Fig. 1: routing congestion map
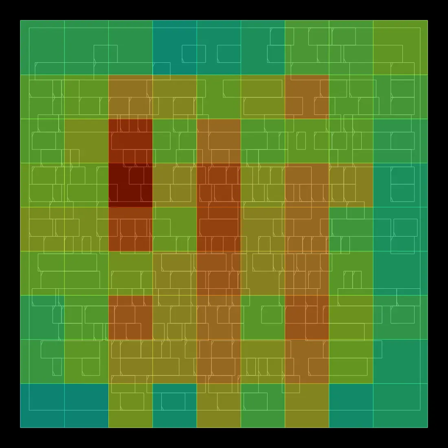
Fig. 2: routed metal per tile
13 x 13 tiles, from dark blue (low) to red (high), scaled to the fullest tile. Values are wire area over tile area, all layers added.
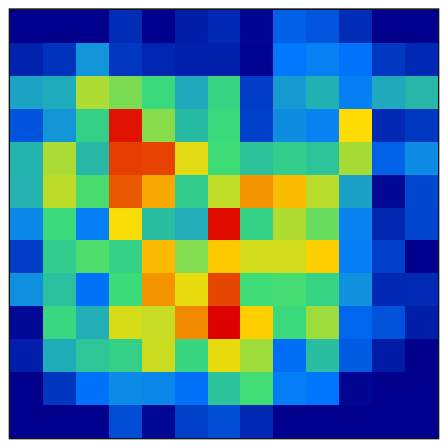
**src/rtl/ssb_sync_tracker_if.sv**
```systemverilog
// ssb_sync_tracker_if: detector stream in, loop control and timing status out.
// SSB_TRACK_STATS_EN adds the detect/lost statistics counters.
interface ssb_sync_tracker_if #(
   parameter int CNT_DW = 17,
   parameter int MISS_W = 2
);
   logic              s_axis_in_tvalid;
   logic [1:0]        N_id_2_i;
   logic              N_id_2_valid_i;
   logic [1:0]        mode_o;
   logic [1:0]        requested_N_id_2_o;
   logic              locked_o;
   logic [1:0]        N_id_2_o;
   logic              ssb_start_o;
   logic              lost_o;
   logic [CNT_DW-1:0] sample_cnt_o;
   logic [MISS_W-1:0] miss_cnt_o;
`ifdef SSB_TRACK_STATS_EN
   logic [15:0]       detect_count_o;
   logic [7:0]        lost_count_o;
`endif
   modport master (
      output s_axis_in_tvalid, N_id_2_i, N_id_2_valid_i,
      input  mode_o, requested_N_id_2_o, locked_o, N_id_2_o, ssb_start_o, lost_o,
             sample_cnt_o, miss_cnt_o
`ifdef SSB_TRACK_STATS_EN
           , detect_count_o, lost_count_o
`endif
   );
   modport slave (
      input  s_axis_in_tvalid, N_id_2_i, N_id_2_valid_i,
      output mode_o, requested_N_id_2_o, locked_o, N_id_2_o, ssb_start_o, lost_o,
             sample_cnt_o, miss_cnt_o
`ifdef SSB_TRACK_STATS_EN
           , detect_count_o, lost_count_o
`endif
   );
endinterface

```
**src/rtl/ssb_sync_tracker.sv**
```systemverilog
// ssb_sync_tracker: SSB timing tracker steering the PSS detector through SEARCH/PAUSE/FIND.
// SSB_TRACK_STATS_EN adds saturating detection and lock-loss counters.
module ssb_sync_tracker #(
   parameter int SSB_INTERVAL    = 38400,
   parameter int TRACK_TOLERANCE = 100,
   parameter int MAX_MISSES      = 3,
   parameter int CNT_DW          = 17
) (
   input  logic               clk_i,
   input  logic               reset_i,
   ssb_sync_tracker_if.slave  bus
);
   localparam int MW = $clog2(MAX_MISSES + 1);
   localparam logic [1:0] SEARCH = 2'd0;
   localparam logic [1:0] FIND   = 2'd1;
   localparam logic [1:0] PAUSE  = 2'd2;
   localparam logic [CNT_DW-1:0] WIN_OPEN  = CNT_DW'(SSB_INTERVAL - TRACK_TOLERANCE);
   localparam logic [CNT_DW-1:0] WIN_CLOSE = CNT_DW'(SSB_INTERVAL + TRACK_TOLERANCE);
   localparam logic [CNT_DW-1:0] VIRT_ANCHOR = CNT_DW'(TRACK_TOLERANCE + 1);
   localparam logic [MW-1:0] LAST_MISS = MW'(MAX_MISSES - 1);
   logic [1:0]        state_q, state_d, nid_q, nid_d, req_q, req_d;
   logic              locked_q, locked_d, start_q, start_d, lost_q, lost_d;
   logic [CNT_DW-1:0] cnt_q, cnt_d, cnt_inc;
   logic [MW-1:0]     miss_q, miss_d;
   logic              hit;
   assign cnt_inc = cnt_q + CNT_DW'(1);
   assign hit     = bus.N_id_2_valid_i && (bus.N_id_2_i == nid_q);
   always_comb begin
      state_d  = state_q;
      nid_d    = nid_q;
      req_d    = req_q;
      locked_d = locked_q;
      start_d  = 1'b0;
      lost_d   = 1'b0;
      cnt_d    = cnt_q;
      miss_d   = miss_q;
      case (state_q)
         SEARCH: begin
            cnt_d = '0;
            if (bus.N_id_2_valid_i) begin
               nid_d    = bus.N_id_2_i;
               req_d    = bus.N_id_2_i;
               locked_d = 1'b1;
               start_d  = 1'b1;
               miss_d   = '0;
               state_d  = PAUSE;
            end
         end
         PAUSE: if (bus.s_axis_in_tvalid) begin
            cnt_d   = cnt_inc;
            state_d = (cnt_inc == WIN_OPEN) ? FIND : PAUSE;
         end
         FIND: begin
            // a matching detection takes priority over the window closing
            if (hit) begin
               start_d = 1'b1;
               cnt_d   = '0;
               miss_d  = '0;
               state_d = PAUSE;
            end else if (bus.s_axis_in_tvalid && cnt_q == WIN_CLOSE) begin
               if (miss_q == LAST_MISS) begin
                  state_d  = SEARCH;
                  locked_d = 1'b0;
                  lost_d   = 1'b1;
                  miss_d   = '0;
                  cnt_d    = '0;
               end else begin
                  miss_d  = miss_q + MW'(1);
                  cnt_d   = VIRT_ANCHOR;
                  state_d = PAUSE;
               end
            end else if (bus.s_axis_in_tvalid) begin
               cnt_d = cnt_inc;
            end
         end
         default: begin
            state_d = SEARCH;
            cnt_d   = '0;
         end
      endcase
   end
   always_ff @(posedge clk_i or posedge reset_i) begin
      if (reset_i) begin
         state_q  <= SEARCH;
         nid_q    <= '0;
         req_q    <= '0;
         locked_q <= 1'b0;
         start_q  <= 1'b0;
         lost_q   <= 1'b0;
         cnt_q    <= '0;
         miss_q   <= '0;
      end else begin
         state_q  <= state_d;
         nid_q    <= nid_d;
         req_q    <= req_d;
         locked_q <= locked_d;
         start_q  <= start_d;
         lost_q   <= lost_d;
         cnt_q    <= cnt_d;
         miss_q   <= miss_d;
      end
   end
   assign bus.mode_o             = state_q;
   assign bus.requested_N_id_2_o = req_q;
   assign bus.locked_o           = locked_q;
   assign bus.N_id_2_o           = nid_q;
   assign bus.ssb_start_o        = start_q;
   assign bus.lost_o             = lost_q;
   assign bus.sample_cnt_o       = cnt_q;
   assign bus.miss_cnt_o         = miss_q;
`ifdef SSB_TRACK_STATS_EN
   logic [15:0] det_cnt_q;
   logic [7:0]  lost_cnt_q;
   always_ff @(posedge clk_i or posedge reset_i) begin
      if (reset_i) begin
         det_cnt_q  <= '0;
         lost_cnt_q <= '0;
      end else begin
         det_cnt_q  <= (start_d && !(&det_cnt_q)) ? det_cnt_q + 16'd1 : det_cnt_q;
         lost_cnt_q <= (lost_d && !(&lost_cnt_q)) ? lost_cnt_q + 8'd1 : lost_cnt_q;
      end
   end
   assign bus.detect_count_o = det_cnt_q;
   assign bus.lost_count_o   = lost_cnt_q;
`endif
endmodule

```
**src/flat_wrapper.sv**
```systemverilog
// flat-port wrapper written by rule: the top's interface ports become plain ports
module ssb_sync_tracker_flat 
#(
   parameter int SSB_INTERVAL    = 38400,
   parameter int TRACK_TOLERANCE = 100,
   parameter int MAX_MISSES      = 3,
   parameter int CNT_DW          = 17
)
  (clk_i, reset_i, bus_s_axis_in_tvalid, bus_N_id_2_i, bus_N_id_2_valid_i, bus_mode_o, bus_requested_N_id_2_o, bus_locked_o, bus_N_id_2_o, bus_ssb_start_o, bus_lost_o, bus_sample_cnt_o, bus_miss_cnt_o);
  ssb_sync_tracker_if #(.CNT_DW(CNT_DW), .MISS_W(2)) bus_i ();
  input  logic clk_i;
  input  logic reset_i;
  input wire logic [$bits(bus_i.s_axis_in_tvalid)-1:0] bus_s_axis_in_tvalid;
  input wire logic [$bits(bus_i.N_id_2_i)-1:0] bus_N_id_2_i;
  input wire logic [$bits(bus_i.N_id_2_valid_i)-1:0] bus_N_id_2_valid_i;
  output wire logic [$bits(bus_i.mode_o)-1:0] bus_mode_o;
  output wire logic [$bits(bus_i.requested_N_id_2_o)-1:0] bus_requested_N_id_2_o;
  output wire logic [$bits(bus_i.locked_o)-1:0] bus_locked_o;
  output wire logic [$bits(bus_i.N_id_2_o)-1:0] bus_N_id_2_o;
  output wire logic [$bits(bus_i.ssb_start_o)-1:0] bus_ssb_start_o;
  output wire logic [$bits(bus_i.lost_o)-1:0] bus_lost_o;
  output wire logic [$bits(bus_i.sample_cnt_o)-1:0] bus_sample_cnt_o;
  output wire logic [$bits(bus_i.miss_cnt_o)-1:0] bus_miss_cnt_o;
  assign bus_i.s_axis_in_tvalid = bus_s_axis_in_tvalid;
  assign bus_i.N_id_2_i = bus_N_id_2_i;
  assign bus_i.N_id_2_valid_i = bus_N_id_2_valid_i;
  assign bus_mode_o = bus_i.mode_o;
  assign bus_requested_N_id_2_o = bus_i.requested_N_id_2_o;
  assign bus_locked_o = bus_i.locked_o;
  assign bus_N_id_2_o = bus_i.N_id_2_o;
  assign bus_ssb_start_o = bus_i.ssb_start_o;
  assign bus_lost_o = bus_i.lost_o;
  assign bus_sample_cnt_o = bus_i.sample_cnt_o;
  assign bus_miss_cnt_o = bus_i.miss_cnt_o;
  ssb_sync_tracker #(.SSB_INTERVAL(SSB_INTERVAL), .TRACK_TOLERANCE(TRACK_TOLERANCE), .MAX_MISSES(MAX_MISSES), .CNT_DW(CNT_DW)) u_core (.clk_i(clk_i), .reset_i(reset_i), .bus(bus_i));
endmodule
```
**config.mk**
```make
export PLATFORM = sky130hd
export DESIGN_NAME = ssb_sync_tracker_flat
export DESIGN_NICKNAME = d
export VERILOG_FILES = /design/src/rtl/ssb_sync_tracker_if.sv /design/src/rtl/ssb_sync_tracker.sv /design/src/flat_wrapper.sv
export SDC_FILE = /design/constraint.sdc
export NUM_CORES = 1
export LEC_CHECK = 0
export CAP_MARGIN = 5
export CORE_MARGIN = 1
export CORE_UTILIZATION = 45
export CTS_BUF_LIST = sky130_fd_sc_hd__clkbuf_2
export DETAILED_ROUTE_END_ITERATION = 7
export GPL_ROUTABILITY_DRIVEN = 0
export PLACE_DENSITY = 0.71
export SYNTH_ARGS = -nofsm -noshare
export SYNTH_HDL_FRONTEND = slang
export SYNTH_SLANG_ARGS = --single-unit
export TNS_END_PERCENT = 10
```
**constraint.sdc**
```tcl
create_clock -name clk_i -period 2.32 [get_ports clk_i]
set_input_delay 0.232 -clock clk_i [delete_from_list [all_inputs] [get_ports clk_i]]
set_output_delay 0.232 -clock clk_i [all_outputs]
set_load 0.01 [all_outputs]
```
==> run_results.csv <==
group,metric,value,unit
placement,dp_hpwl,2.81,mm
yosys,synthAdderAreaFrac,4.38,%
yosys,yosys_warnings,0,
cells_and_area,final_util,57.6,%
routing,drc_errors,0,
cells_and_area,finish.instance_area,2110,um^2
setup_path,r2r_end,"u_core.bus.mode_o[1]$_DFFE_PP0P_",
setup_path,crit_cells,6,
placement,dpl_worst_slack,61.2,ps
yosys,syn_inst,187,
yosys,aoi_share,11.2,%
routing,totalWireLength,3.72,mm
routing,ant_nets,0,
power_and_ir_drop,finalPower,1.49,mW
routing,vias_per_cell,5.47,
setup_path,cpMaxStageDelayCell,"or4b_4",
global_routing,grt_max_degree,27,
sta,max_slew.worst_pin.slew,404,ps
yosys,logic_family,"simple AND/OR/NAND/NOR gates",
yosys,yosys-top-cells-count,"dfrtp_1 (26), nor2_1 (21), nand2_1 (11), nand4_1 (11), xnor2_1 (11)",
cells_and_area,layoutNonFillerInstCount,269,
flow_run,warnings,30,
hold_path,hold_path_class,"in2async",
flow_run,maxCapViolCount,0,
cts,cts_tree,"yes",
sta,setup_violations,0,
setup_path,crit_path_max_fanout,8,
cells_and_area,areaGrowthSynthToFinish,22.9,%
power_and_ir_drop,powerDensity,705,nW/um^2
global_routing,first_global_vias,1352,
floorplan,fp_util,46.8,%
routing,top_layer,"met4",
cts,clkLatencyLatePin,340,ps
cells_and_area,nNetsFinal,235,
global_routing,grt_pass1_wl,6.21,mm
setup_path,crit_type,"reg2reg",
power_and_ir_drop,p_leak,0.874,nW
setup_path,crit_buf_inv,0,
yosys,ff_type,"dfrtp_1",
floorplan,die_h,63.7,um
outcome,status,"finished, final reports clean",
cts,numCtsBuffers,3,
yosys,synthArstFlopShare,100,%
yosys,synth.cell_area,1710,um^2
yosys,topCellsByArea,"dfrtp_1 (38%), xnor2_1 (5.6%), nor2_1 (4.6%)",
setup_path,slowest_delay,550,ps
setup_path,end_kind,"register",
placement,post_dp_cell_area,2080,um^2
yosys,ys_sh_xor,9.71,%
cts,cts-root-buf,"clkbuf_2",
cts,cts_hold_buf,0,
setup_path,critPathArrivalTime,2320,ps
cells_and_area,fillerInstances,339,
yosys,yosys.stat.seqShare,38.0,%
yosys,netlist-cell-type-count,44,
routing,via_count,1471,
routing,drt_iter0_markers,66,
floorplan,io_pins,34,
sta,fin_ws,244,ps
setup_path,crit_chain,"ha_1 > and2_4 > nand4b_1 > or4b_4 > o41ai_2 > a31oi_1",
yosys,edf_count,0,
yosys,synth_stat.cells,187,
sta,slew_violations,0,
sta,final_hold_viol_count,0,
cts,cts_setup_buffers,0,
yosys,synth_top_area_share,38.0,%
cts,clock_tree.buffer_depth,2,
## Picture notes: Fig. 1
met1 Use GR: 26.2%
total track usage: 19.4%
GR met2 Demand/Resource: 33.0%
met3 usage: 2.17%
WL/cell: 13.8 um

## Picture notes: Fig. 2
- emptiest ninth of the die: south-east
- mean over tiles: 0.14
- densest ninth of the die: center
- tiles over half the peak: 27%
- nearly empty tiles: 15%

report_power, final:
part	total, mW	internal, mW	switching (mW)
Combinational	0.697	0.332	0.365
Clock	0.165	0.0352	0.130
Sequential	0.624	0.523	0.102
cell type report:
| cell class | count | area (um^2) | area share, % |
|---|---|---|---|
| timing repair buffer | 41 | 390 | 18.5 |
| inverter | 10 | 37.5 | 1.78 |
| sequential | 26 | 651 | 30.9 |
| clock buffer | 3 | 15.0 | 0.713 |
| multi-input combinational | 141 | 953 | 45.2 |
| tap | 48 | 60.1 | 2.85 |
